==> run_1/layer_met3.png <==
(2 px per µm) Cells faint in the background.
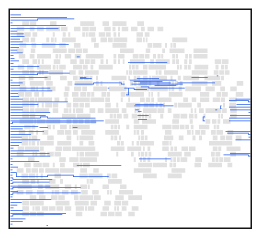
==> run_1/clocks.png <==
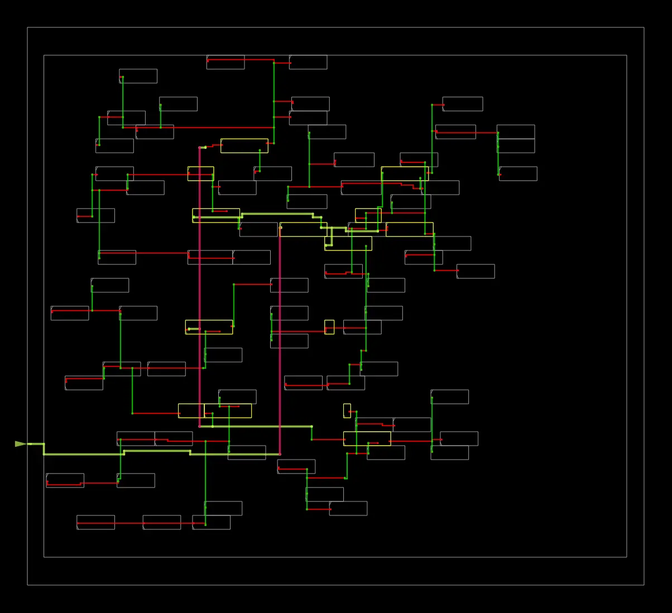
==> run_1/power_grid.png <==
(3 px per µm) Pins as bars on the die edge. Tap cells in gray.
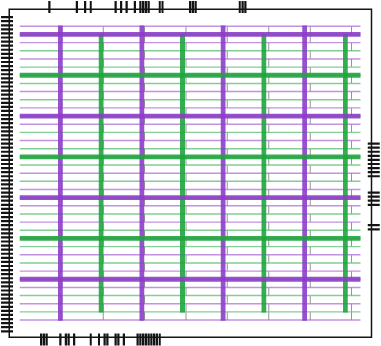
<file path="src/rtl/rv_pkg.sv">
// Shared widths and requester identifiers for the register-file writeback path.
package rv_pkg;

    localparam int XLEN_DEF = 32;
    localparam int NREG_DEF = 32;
    localparam int ADDR_W   = $clog2(NREG_DEF);

    typedef enum logic {
        REQ_ALU  = 1'b0,
        REQ_LOAD = 1'b1
    } req_idx_e;

endpackage

</file>
<file path="src/rtl/rr_arbiter2.sv">
// Two-way round-robin grant; the last-grant flop advances only when a grant is issued.
module rr_arbiter2
    import rv_pkg::*;
(
    input  logic clk,
    input  logic reset,
    input  logic valid0,
    input  logic valid1,
    output logic grant0,
    output logic grant1
);

    req_idx_e last_q;
    req_idx_e last_d;

    always_comb begin
        grant0 = 1'b0;
        grant1 = 1'b0;
        last_d = last_q;
        if (!reset) begin
            if (valid0 && valid1) begin
                grant0 = (last_q == REQ_LOAD);
                grant1 = (last_q == REQ_ALU);
            end else begin
                grant0 = valid0;
                grant1 = valid1;
            end
        end
        // A grant always coincides with its valid, so it is the handshake.
        if (grant0) begin
            last_d = REQ_ALU;
        end else if (grant1) begin
            last_d = REQ_LOAD;
        end
    end

    always_ff @(posedge clk) begin
        if (reset) begin
            last_q <= REQ_LOAD;
        end else begin
            last_q <= last_d;
        end
    end

endmodule

</file>
<file path="src/rtl/rf_wb_arbiter.sv">
// Writeback arbiter between ALU and load results, with a one-cycle output stage
// driving the register-file write port and a pending-write (busy) scoreboard.
module rf_wb_arbiter
    import rv_pkg::*;
#(
    parameter int XLEN = XLEN_DEF,
    parameter int NREG = NREG_DEF
) (
    input  logic                    clk,
    input  logic                    reset,
    input  logic                    req0_valid,
    input  logic [$clog2(NREG)-1:0] req0_addr,
    input  logic [XLEN-1:0]         req0_data,
    output logic                    req0_ready,
    input  logic                    req1_valid,
    input  logic [$clog2(NREG)-1:0] req1_addr,
    input  logic [XLEN-1:0]         req1_data,
    output logic                    req1_ready,
    output logic [$clog2(NREG)-1:0] write_addr,
    output logic [XLEN-1:0]         write_data,
    output logic                    reg_write,
    input  logic                    claim_valid,
    input  logic [$clog2(NREG)-1:0] claim_addr,
    input  logic [$clog2(NREG)-1:0] chk_addr_1,
    input  logic [$clog2(NREG)-1:0] chk_addr_2,
    output logic                    chk_busy_1,
    output logic                    chk_busy_2
);

    localparam int AW = $clog2(NREG);

    logic [AW-1:0]   write_addr_q, write_addr_d;
    logic [XLEN-1:0] write_data_q, write_data_d;
    logic            reg_write_q,  reg_write_d;
    logic [NREG-1:0] busy_q,       busy_d;

    rr_arbiter2 u_arb (
        .clk    (clk),
        .reset  (reset),
        .valid0 (req0_valid),
        .valid1 (req1_valid),
        .grant0 (req0_ready),
        .grant1 (req1_ready)
    );

    always_comb begin
        write_addr_d = write_addr_q;
        write_data_d = write_data_q;
        reg_write_d  = 1'b0;
        if (req0_ready) begin
            write_addr_d = req0_addr;
            write_data_d = req0_data;
            reg_write_d  = (req0_addr != '0);
        end else if (req1_ready) begin
            write_addr_d = req1_addr;
            write_data_d = req1_data;
            reg_write_d  = (req1_addr != '0);
        end
    end

    // Clear is applied before set so a same-cycle claim keeps the register pending.
    always_comb begin
        busy_d = busy_q;
        if (reg_write_q) begin
            busy_d[write_addr_q] = 1'b0;
        end
        if (claim_valid && (claim_addr != '0)) begin
            busy_d[claim_addr] = 1'b1;
        end
        busy_d[0] = 1'b0;
    end

    always_ff @(posedge clk) begin
        if (reset) begin
            write_addr_q <= '0;
            write_data_q <= '0;
            reg_write_q  <= 1'b0;
            busy_q       <= '0;
        end else begin
            write_addr_q <= write_addr_d;
            write_data_q <= write_data_d;
            reg_write_q  <= reg_write_d;
            busy_q       <= busy_d;
        end
    end

    assign write_addr = write_addr_q;
    assign write_data = write_data_q;
    assign reg_write  = reg_write_q;
    assign chk_busy_1 = busy_q[chk_addr_1];
    assign chk_busy_2 = busy_q[chk_addr_2];

endmodule

</file>
<file path="config.mk">
export PLATFORM = sky130hd
export DESIGN_NAME = rf_wb_arbiter
export DESIGN_NICKNAME = d
export VERILOG_FILES = /design/src/rtl/rv_pkg.sv /design/src/rtl/rr_arbiter2.sv /design/src/rtl/rf_wb_arbiter.sv
export SDC_FILE = /design/constraint.sdc
export NUM_CORES = 1
export LEC_CHECK = 0
export CAP_MARGIN = 20
export CORE_ASPECT_RATIO = 0.9
export CORE_MARGIN = 3
export CORE_UTILIZATION = 30
export CTS_CLUSTER_DIAMETER = 40
export DETAILED_ROUTE_END_ITERATION = 6
export PLACE_DENSITY = 0.6
export REMOVE_ABC_BUFFERS = 1
export SLEW_MARGIN = 40
export SYNTH_ARGS = -nofsm -noshare
export SYNTH_HDL_FRONTEND = slang
export SYNTH_SLANG_ARGS = --single-unit
</file>
<file path="constraint.sdc">
create_clock -name clk -period 1.7 [get_ports clk]
set_clock_uncertainty 0.05 [all_clocks]
set_input_delay 0.255 -clock clk [delete_from_list [all_inputs] [get_ports clk]]
set_output_delay 0.255 -clock clk [all_outputs]
set_load 0.03 [all_outputs]
</file>
==> notes.md, run 1 <==
• **worst-path fanout max** 3
• **number of H-tree branching levels** 3
• **number of antenna violations at the first check in global routing** 0
• **flip-flop and latch area** 1410 µm²
• **average wire length per cell after detail routing** 16.2 µm
• **RSZ-0062 raised after global routing** true
• **crit-path cells** mux4_2 -> nand2b_4 -> o211ai_1 -> nand4_1 -> buf_6
• **number of standard cells in the final layout excluding fillers** 739
• **ranking of synthesized cells by instance count** 70 x sky130_fd_sc_hd__dfxtp_1, 67 x sky130_fd_sc_hd__nand2_1, 51 x sky130_fd_sc_hd__a21oi_1, 32 x sky130_fd_sc_hd__o21ai_0, 30 x sky130_fd_sc_hd__mux2i_1
• **std cell rows** 36
• **most frequent logic cell in the layout** sky130_fd_sc_hd__clkdlybuf4s50_1
• **post-synthesis cell count from yosys** 418
• **number of antenna diodes** 0
• **num ports** 136
• **cell types occupying the most area after synthesis** sky130_fd_sc_hd__dfxtp_1 40%, sky130_fd_sc_hd__mux2i_1 8.5%, sky130_fd_sc_hd__a21oi_1 7.2%, sky130_fd_sc_hd__nand2_1 7.1%, sky130_fd_sc_hd__a22oi_1 4.7%
• **final-layout fill cell count** 1092
• **Final Hold Vio Count** 0
• **most used flip-flop cell** sky130_fd_sc_hd__dfxtp_1
• **fraction of the yosys area taken by sequential cells** 39.8%
• **beginning of the critical path** busy_q[7]
• **largest area contributor in the synthesized netlist** sky130_fd_sc_hd__dfxtp_1
• **antenna-violating nets left** 0
• **Pre-Repair DR Iteration Count** 4
• **minimum period implied by the final worst setup slack** 1970 ps
• **port buffer count** 135
• **longest individual stage delay on the worst path** 460 ps
• **leakage power summed over all cells** 2.23 nW
• **Clk pin slew, worst setup/hold paths** 50 ps
• **max-capacitance violation count** 0
• **total detailed-routing wirelength** 12000 µm
• **first-pass GRT wire length** 18900 µm
• **cell count after placement** 717
• **Residual DRC** 0
• **failing checks** setup timing
• **highest achievable clock rate** 508 MHz
• **worst max-slew margin expressed relative to the limit** 71.7%
• **maximum number of buffers from clock root to sink** 2
• **Async S/R FF share, synth** 0%
• **FP Core Util** 31.7%
• **number of warning messages in the logs** 27
• **Core Region** 11100 µm²
• **count of pins over their slew limit** 0
• **Hold Path Origin** reset
• **Crit path required time** 1390 ps
• **core occupancy in the finished layout** 51.4%
• **Final Setup Violations** 2
• **cell depth of the worst min-delay path** 3
• **violation count after the first detailed-route iteration** 153
• **Die Footprint** 13100 µm²
• **number of enable flip-flop cells** 0
• **fraction of post-synthesis cell area in the top cell type by area** 39.8%
• **hold buffer count at CTS** 0
• **number of storage elements in the synthesis netlist** 70
• **area growth from synthesis to layout** 62.5%
• **crit path kind** reg -> out
• **number of global-route vias before repair** 3726
• **distinct cell type count of the synthesized netlist** 37
• **instance tally after logic synthesis** 418
• **fraction of layout instances using a drive strength above 1** 17.9%
• **Top Layout Cells** 113 x sky130_fd_sc_hd__clkdlybuf4s50_1, 67 x sky130_fd_sc_hd__nand2_1, 63 x sky130_fd_sc_hd__dfxtp_1
• **type of the most critical hold path** in -> reg
• **data arrival time of the critical path** 1660 ps
• **Netlist Area Pre-Place** 3520 µm²
• **summed standard-cell area reported by yosys** 3520 µm²
• **buffers inserted during post-CTS setup optimization** 5
• **fin worst setup slack** -269 ps
• **gp weighted congestion** 0.873
• **global-route total usage across every layer** 18.2%
• **clock tree from TritonCTS** yes
• **capturing element type of the critical path** primary output
• **number of cells traversed by the worst register-to-register path** 5
• **startpoint type of the worst setup path** register
• **Final #Nets** 678
• **mean instance size in the synthesized netlist** 8.43 µm²
• **Yosys warning total** 0
• **library cell with the highest instance count after synthesis** sky130_fd_sc_hd__dfxtp_1
• **number of instances resized during post-cts repair** 41
• **root buffer cell** sky130_fd_sc_hd__clkbuf_16
• **outcome** finished with violations
• **power per cell area** 805 nW/µm²
• **combinational gate area** 2000 µm²
• **Tcrit/Tclk final** 116%
• **Worst Tran Pin Value** 423 ps
• **total gr overflow** 0
• **detailed placer's ending HPWL** 9050 µm
• **pin count of the biggest net entering global routing** 56
-- layer_met3.png (at the start) --
The layer carries 1450 µm of wire. The wires run mostly horizontal. The layer holds 12% of the routed length.
met3 Use GR: 9.08%
vias after detailed routing: 3762

-- clocks.png (at the start) --
Clock Buffer Count: 13
TritonCTS Buffers: 9
Sinks on Clock Net: 70
num sequential: 70
insertion delay to the later sink of the worst-skew pair: 320 ps

-- power_grid.png (at the start) --
Key: purple = VSS; green = VDD
8 straps on met4. 152 tap cells. 136 signal pins sit on the boundary.
horizontal extent of the die: 120 µm
maximum resistive drop on vdd: 0.000551 V
die span in y: 109 µm

## run 1: cell families after synthesis
kind of cell    after synthesis  share of synthesized area, %
buf+inv                      34                          5.01
simple gates                145                          19.9
mux                          36                          12.4
compound gates              133                          22.9
flops                        70                          39.8
## run 1: stage by stage
stage | setup TNS (ps) | power, mW | hold WS (ps) | setup slack [ps] | instance area, µm²
2_1_floorplan | -18390 | 2.24 | 270 | -580 | 3370
3_3_place_gp | -7190 | 2.85 | 375 | -988 | 5260
3_5_place_dp | -7890 | 2.86 | 379 | -1010 | 5260
4_1_cts | -516 | 4.65 | 358 | -259 | 5680
5_1_grt | -614 | 4.79 | 374 | -324 | 5720
6_report | -525 | 4.61 | 364 | -269 | 5720
## run 1: state kept, by name (all words and copies together) (netlist names)
signal,flops
write_data,32
write_addr,5
u_arb.last_q,1
busy_q,31
reg_write,1
## run 1: cell type report
cell class / count / area share, %
multi-input combinational: 314 / 34.9
timing repair buffer: 184 / 31.8
sequential: 70 / 24.7
clock buffer: 13 / 4.72
tap: 152 / 3.32
inverter: 5 / 0.459
clock inverter: 1 / 0.0875
## run 1: report_power, final
group          internal, mW  switching (mW)  leakage [nW]
Clock                  1.09           0.656         0.138
Sequential             1.73          0.0568         0.576
Combinational         0.559           0.514          1.51
## run 1: routing by layer
layer,share of wire (%),GRT usage [%],vias up
met5,0,0,-
met4,1.5,4.94,0
met3,12,9.08,12
met2,44,29.1,152
met1,42,22.0,1748
li1,-,-,1850
## run 1: critical path: cells and delay by family (launching register included)
kind	cells	cell delay, ps
DFF	1	330
AOI/OAI and AO/OA	1	100
muxes	1	460
buffers and inverters	1	170
and+or+nand+nor	2	290
## run 1: final timing paths
check                                       to  slack, ps
worst min-delay path             write_data[5]        360
worst max-delay path                chk_busy_1       -270
worst max register to register  write_data[13]        110
worst min register to register  write_data[15]        380
==> run 2, diff against run 1 <==
Settings changed: GPL_TIMING_DRIVEN set to 0, TNS_END_PERCENT set to 50.
==> run_2/layer_met2.png <==
(2 px per µm)
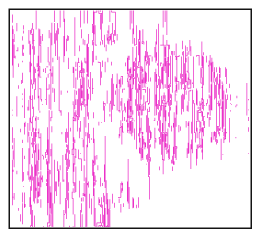
529 nets have wire on it. The layer holds 46% of the routed length.
total detailed-routing wirelength: 11900 µm
Global Route met2 Usage: 29.4%
vias after detailed routing: 3621

==> run_2/power_grid.png <==
(3 px per µm) Pins as bars on the die edge. Tap cells in gray.
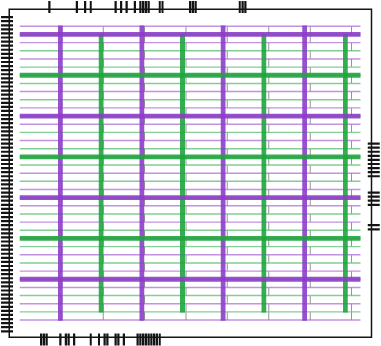
maximum resistive drop on vdd: 0.000391 V
Core Region: 11100 µm²

==> run 2 against run 1 <==
  * The flow still finishes with violations (setup timing)
  * Via count down 3.7%
  * Design area down 4.5%
  * Critical path depth unchanged
  * Combinational power down 7%
  * Global-route usage down 0.11 points
  * Utilization down 2.3 points
  * Largest power group is now clock
  * Highest routed layer unchanged
  * Sequential cell count unchanged
  * Sequential share of layout area up 1.1 points
  * Non-clock buffer count down 37
  * Wire length down 0.76%
  * Count of clock-buffer cells in the layout down 3
==> notes.md, run 2 <==
• **insertion delay to the later sink of the worst-skew pair** 330 ps, about the same
• **number of standard cells in the final layout excluding fillers** 705, -4.6%
• **capturing element type of the critical path** primary output
• **number of cells on the critical path** 5, unchanged
• **root buffer cell** sky130_fd_sc_hd__clkbuf_16
• **Sinks on Clock Net** 70, unchanged
• **Crit path required time** 1390 ps, about the same
• **pin count of the biggest net entering global routing** 39, -30%
• **distinct cell type count of the synthesized netlist** 37, unchanged
• **summed standard-cell area reported by yosys** 3520 µm², unchanged
• **cell count after placement** 680, -5.2%
• **setup_tns** -555 ps, -30.8 ps
• **Async S/R FF share, synth** 0%, unchanged
• **hold buffer count at CTS** 0, unchanged
• **fin worst setup slack** -286 ps, -16.7 ps
• **Final Setup Violations** 2, unchanged
• **highest achievable clock rate** 504 MHz, -0.84%
• **Final #Nets** 643, -5.2%
• **post-synthesis cell count from yosys** 418, unchanged
• **startpoint type of the worst setup path** register
• **worst-path fanout max** 3, unchanged
• **core occupancy in the finished layout** 49.1%, -2.3 points
• **failing checks** setup timing
• **RR Endpoint** write_data[17]
• **Yosys warning total** 0, unchanged
• **switching share of power** 26.3%, -0.38 points
• **Residual DRC** 0, unchanged
• **part of the total power dissipated in combinational logic** 20.7%, -2.6 points
• **most used flip-flop cell** sky130_fd_sc_hd__dfxtp_1
• **pre-CTS worst setup slack** -1360 ps, -350 ps
• **overall power** 4.80 mW, +4.3%
• **Netlist Area Pre-Place** 3520 µm², unchanged
• **number of H-tree branching levels** 3, unchanged
• **Tcrit/Tclk final** 117%, +0.98 points
• **Hold Path Origin** reset
• **outcome** finished with violations
• **worst hold slack** 217 ps, -147 ps
• **total gr overflow** 0, unchanged
• **fraction of the yosys area taken by sequential cells** 39.8%, unchanged
• **FP Core Util** 31.7%, unchanged
• **horizontal extent of the die** 120 µm, unchanged
• **TritonCTS Buffers** 9, unchanged
• **maximum number of buffers from clock root to sink** 2, unchanged
• **power per cell area** 879 nW/µm², +9.2%
• **type of the most critical hold path** in -> reg
• **violation count after the first detailed-route iteration** 175, +14%
• **largest area contributor in the synthesized netlist** sky130_fd_sc_hd__dfxtp_1
• **library cell with the highest instance count after synthesis** sky130_fd_sc_hd__dfxtp_1
• **final-layout fill cell count** 1091, -0.092%
• **first-pass GRT wire length** 18800 µm, -0.40%
• **fraction of layout instances using a drive strength above 1** 13.0%, -4.9 points
• **cell depth of the worst min-delay path** 2, -1
• **number of global-route vias before repair** 3722, -0.11%
• **crit-path cells** mux4_2 -> nand2b_4 -> o2111ai_2 -> nand4_1 -> buf_6
• **Critical path destination** chk_busy_1
• **CP top delay family** multiplexers
• **Clk pin slew, worst setup/hold paths** 60 ps, about the same
• **switching component of the power** 1.26 mW, +2.8%
• **Top Layout Cells** 110 x sky130_fd_sc_hd__clkdlybuf4s50_1, 67 x sky130_fd_sc_hd__nand2_1, 66 x sky130_fd_sc_hd__dfxtp_1
• **Final Hold Vio Count** 0, unchanged
• **placed cell area** 4970 µm², -5.5%
• **worst max-slew margin expressed relative to the limit** 52.6%, -19 points
• **Worst Tran Pin Value** 708 ps, +285 ps
• **number of storage elements in the synthesis netlist** 70, unchanged
• **data arrival time of the critical path** 1680 ps, +20 ps
• **number of warning messages in the logs** 27, unchanged
• **mean instance size in the synthesized netlist** 8.43 µm², unchanged
• **global-route total usage across every layer** 18.1%, -0.11 points
• **Pre-Repair DR Iteration Count** 5, +1
• **ranking of synthesized cells by instance count** 70 x sky130_fd_sc_hd__dfxtp_1, 67 x sky130_fd_sc_hd__nand2_1, 51 x sky130_fd_sc_hd__a21oi_1, 32 x sky130_fd_sc_hd__o21ai_0, 30 x sky130_fd_sc_hd__mux2i_1
• **minimum period implied by the final worst setup slack** 1990 ps, +16.7 ps
-- run 2: cell types whose count changed in the layout (fill, tap and decap cells not counted), sizes merged --
cell / delta
buf: -36
clkdlybuf4s50: -3
bufinv: +2
clkinvlp: +2
or3: +2
bufbuf: -1
clkbuf: -1
clkdlybuf4s15: +1
clkinv: +1
dlygate4sd2: +1
dlymetal6s2s: -1
inv: -1
-- run 2: worst register-to-register path, delay by kind of cell (launching register included) --
kind,cells,cell delay (ps)
AND/OR/NAND/NOR,1,430
buffers and inverters,2,400
flip-flops,1,360
AND-OR/OR-AND,2,240
-- run 2: cell type report --
cell class | instances | share of cell area, %
multi-input cells | 316 | 36.8
repair buffers | 147 | 27.4
flip-flops and latches | 70 | 25.8
clock buffers | 10 | 4.37
well taps | 152 | 3.48
clock inverters | 5 | 1.53
inverters | 5 | 0.573
-- run 2: cells by family (layout without fill, tap and decap cells) --
group	after synthesis	after routing	synth area share, %
simple gates	145	147	19.9
compound gates	133	133	22.9
flops	70	70	39.8
mux	36	36	12.4
buf+inv	34	167	5.01
-- run 2: power groups by stage --
stage               registers, mW  clock network, mW  logic [mW]
floorplan                    1.97                  0       0.275
global placement             1.83                  0       0.944
detailed placement           1.83                  0       0.962
CTS                          1.80               2.05       0.990
global route                 1.81               2.12        1.06
finish                       1.80               2.01       0.992
-- run 2: what timing repair did --
item | 4_1_cts | 5_1_grt
setup endpoints to repair | 49 | 14
pin swaps | 8 | 2
setup buffers | 4 | 4
cloned | 3 | 0
gates resized | 63 | 13
-- run 2: metal layers --
| layer | part of all wire, % | GRT usage [%] |
|---|---|---|
| met2 | 46 | 29.4 |
| met1 | 41 | 21.9 |
| met5 | 0 | 0 |
| met3 | 13 | 9.02 |
| met4 | 0.95 | 3.96 |
==> run 3, diff against run 2 <==
Settings changed: CTS_CLUSTER_SIZE set to 24.
==> run_3/wires.png <==
(3 px per µm)
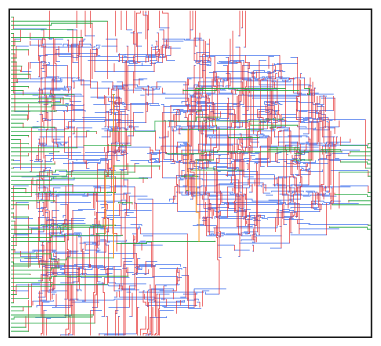
Key: blue = metal 1 [wire length 4830 µm]; orange = metal 4 [wire length 113 µm]; green = metal 3 [wire length 1510 µm]; red = metal 2 [wire length 5430 µm]
average wire length per cell after detail routing: 16.9 µm
global-route total usage across every layer: 18.1%

==> run_3/power_grid.png <==
(3 px per µm) Pins as bars on the die edge. Tap cells in gray.
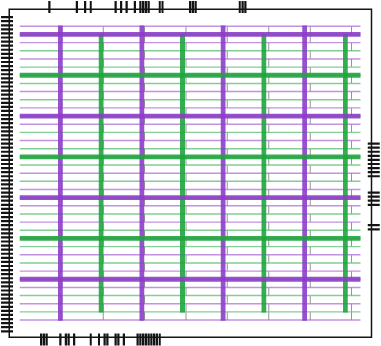
Key: purple = VSS; green = VDD
136 signal pins sit on the boundary. The core has 36 rows. 8 straps on met4. 7 straps on met5.

==> run 3 against run 2 <==
  * The flow still finishes with violations (setup timing)
  * Global-route usage unchanged
  * Design area is the same
  * Worst setup slack stayed put
  * Fmax unchanged
  * Non-clock buffer count did not move
  * Cell count did not move
  * Power stayed put
  * Clock power about the same
  * Wire length unchanged
==> notes.md, run 3 <==
• **Global Route met2 Usage** 29.4%, unchanged
• **failing checks** setup timing
• **pre-CTS worst setup slack** -1360 ps, unchanged
• **Sinks on Clock Net** 70, unchanged
• **capturing element type of the critical path** primary output
• **hold buffer count at CTS** 0, unchanged
• **Final Hold Vio Count** 0, unchanged
• **worst hold slack** 217 ps, unchanged
• **final-layout fill cell count** 1091, unchanged
• **global routing usage on met1** 21.9%, unchanged
• **Residual DRC** 0, unchanged
• **Yosys warning total** 0, unchanged
• **Clk pin slew, worst setup/hold paths** 60 ps, about the same
• **violation count after the first detailed-route iteration** 175, unchanged
• **Final #Nets** 643, unchanged
• **Final Setup Violations** 2, unchanged
• **most congested layer reported by global routing** met2
• **number of instances resized during post-cts repair** 63, unchanged
• **maximum resistive drop on vdd** 0.000391 V, unchanged
• **distinct cell type count of the synthesized netlist** 37, unchanged
• **horizontal extent of the die** 120 µm, unchanged
• **buffers inserted during post-CTS setup optimization** 4, unchanged
• **TritonCTS Buffers** 9, unchanged
• **vias after detailed routing** 3621, unchanged
• **fraction of the yosys area taken by sequential cells** 39.8%, unchanged
• **overall power** 4.80 mW, unchanged
• **number of storage elements in the synthesis netlist** 70, unchanged
• **worst max-slew margin expressed relative to the limit** 52.6%, unchanged
• **cell count after placement** 680, unchanged
• **Worst Tran Pin Value** 708 ps, unchanged
• **root buffer cell** sky130_fd_sc_hd__clkbuf_16
• **Core Region** 11100 µm², unchanged
• **fraction of layout instances using a drive strength above 1** 13.0%, unchanged
• **most used flip-flop cell** sky130_fd_sc_hd__dfxtp_1
• **Tcrit/Tclk final** 117%, unchanged
• **maximum number of buffers from clock root to sink** 2, unchanged
• **placed cell area** 4970 µm², unchanged
• **number of H-tree branching levels** 3, unchanged
• **outcome** finished with violations
• **largest area contributor in the synthesized netlist** sky130_fd_sc_hd__dfxtp_1
• **fin worst setup slack** -286 ps, unchanged
• **setup_tns** -555 ps, unchanged
• **first-pass GRT wire length** 18800 µm, unchanged
-- run 3: cell counts after synthesis --
No cell type changed its count.
-- run 3: layer usage --
| metal | vias up | share of wire [%] |
|---|---|---|
| met4 | 0 | 0.95 |
| met3 | 13 | 13 |
| met2 | 154 | 46 |
| met5 | - | 0 |
| li1 | 1783 | - |
| met1 | 1671 | 41 |
-- run 3: cell type report --
cell class / count / share of cell area, %
flip-flops and latches: 70 / 25.8
clock inverters: 5 / 1.53
repair buffers: 147 / 27.4
multi-input cells: 316 / 36.8
inverters: 5 / 0.573
well taps: 152 / 3.48
clock buffers: 10 / 4.37
-- run 3: power breakdown --
| part | switching, mW | internal, mW | leakage, nW | total (mW) |
|---|---|---|---|---|
| Combinational | 0.499 | 0.493 | 1.33 | 0.992 |
| Sequential | 0.0651 | 1.73 | 0.575 | 1.80 |
| Clock | 0.697 | 1.32 | 0.151 | 2.01 |
-- run 3: worst max-delay path, stage by stage (launching register included) --
cell and delay, ps:
sky130_fd_sc_hd__dfxtp_2 320, sky130_fd_sc_hd__mux4_2 470, sky130_fd_sc_hd__nand2b_4 160, sky130_fd_sc_hd__o2111ai_2 90
sky130_fd_sc_hd__nand4_1 140, sky130_fd_sc_hd__buf_6 170
-- run 3: worst paths after layout --
path                  startpoint              to  slack [ps]  cells after the start
setup / recovery      busy_q[23]      chk_busy_1        -290                      5
hold / removal             reset  write_data[30]         220                      2
setup reg to reg    u_arb.last_q  write_data[17]         140                      5
hold reg to reg   write_data[11]  write_data[11]         390                      2
-- run 3: kinds of logic after synthesis --
logic type | count (synthesis) | share of synthesized area, %
flops | 70 | 39.8
simple gates | 145 | 19.9
compound gates | 133 | 22.9
buf+inv | 34 | 5.01
mux | 36 | 12.4
Power and IR drop assume default switching activity.
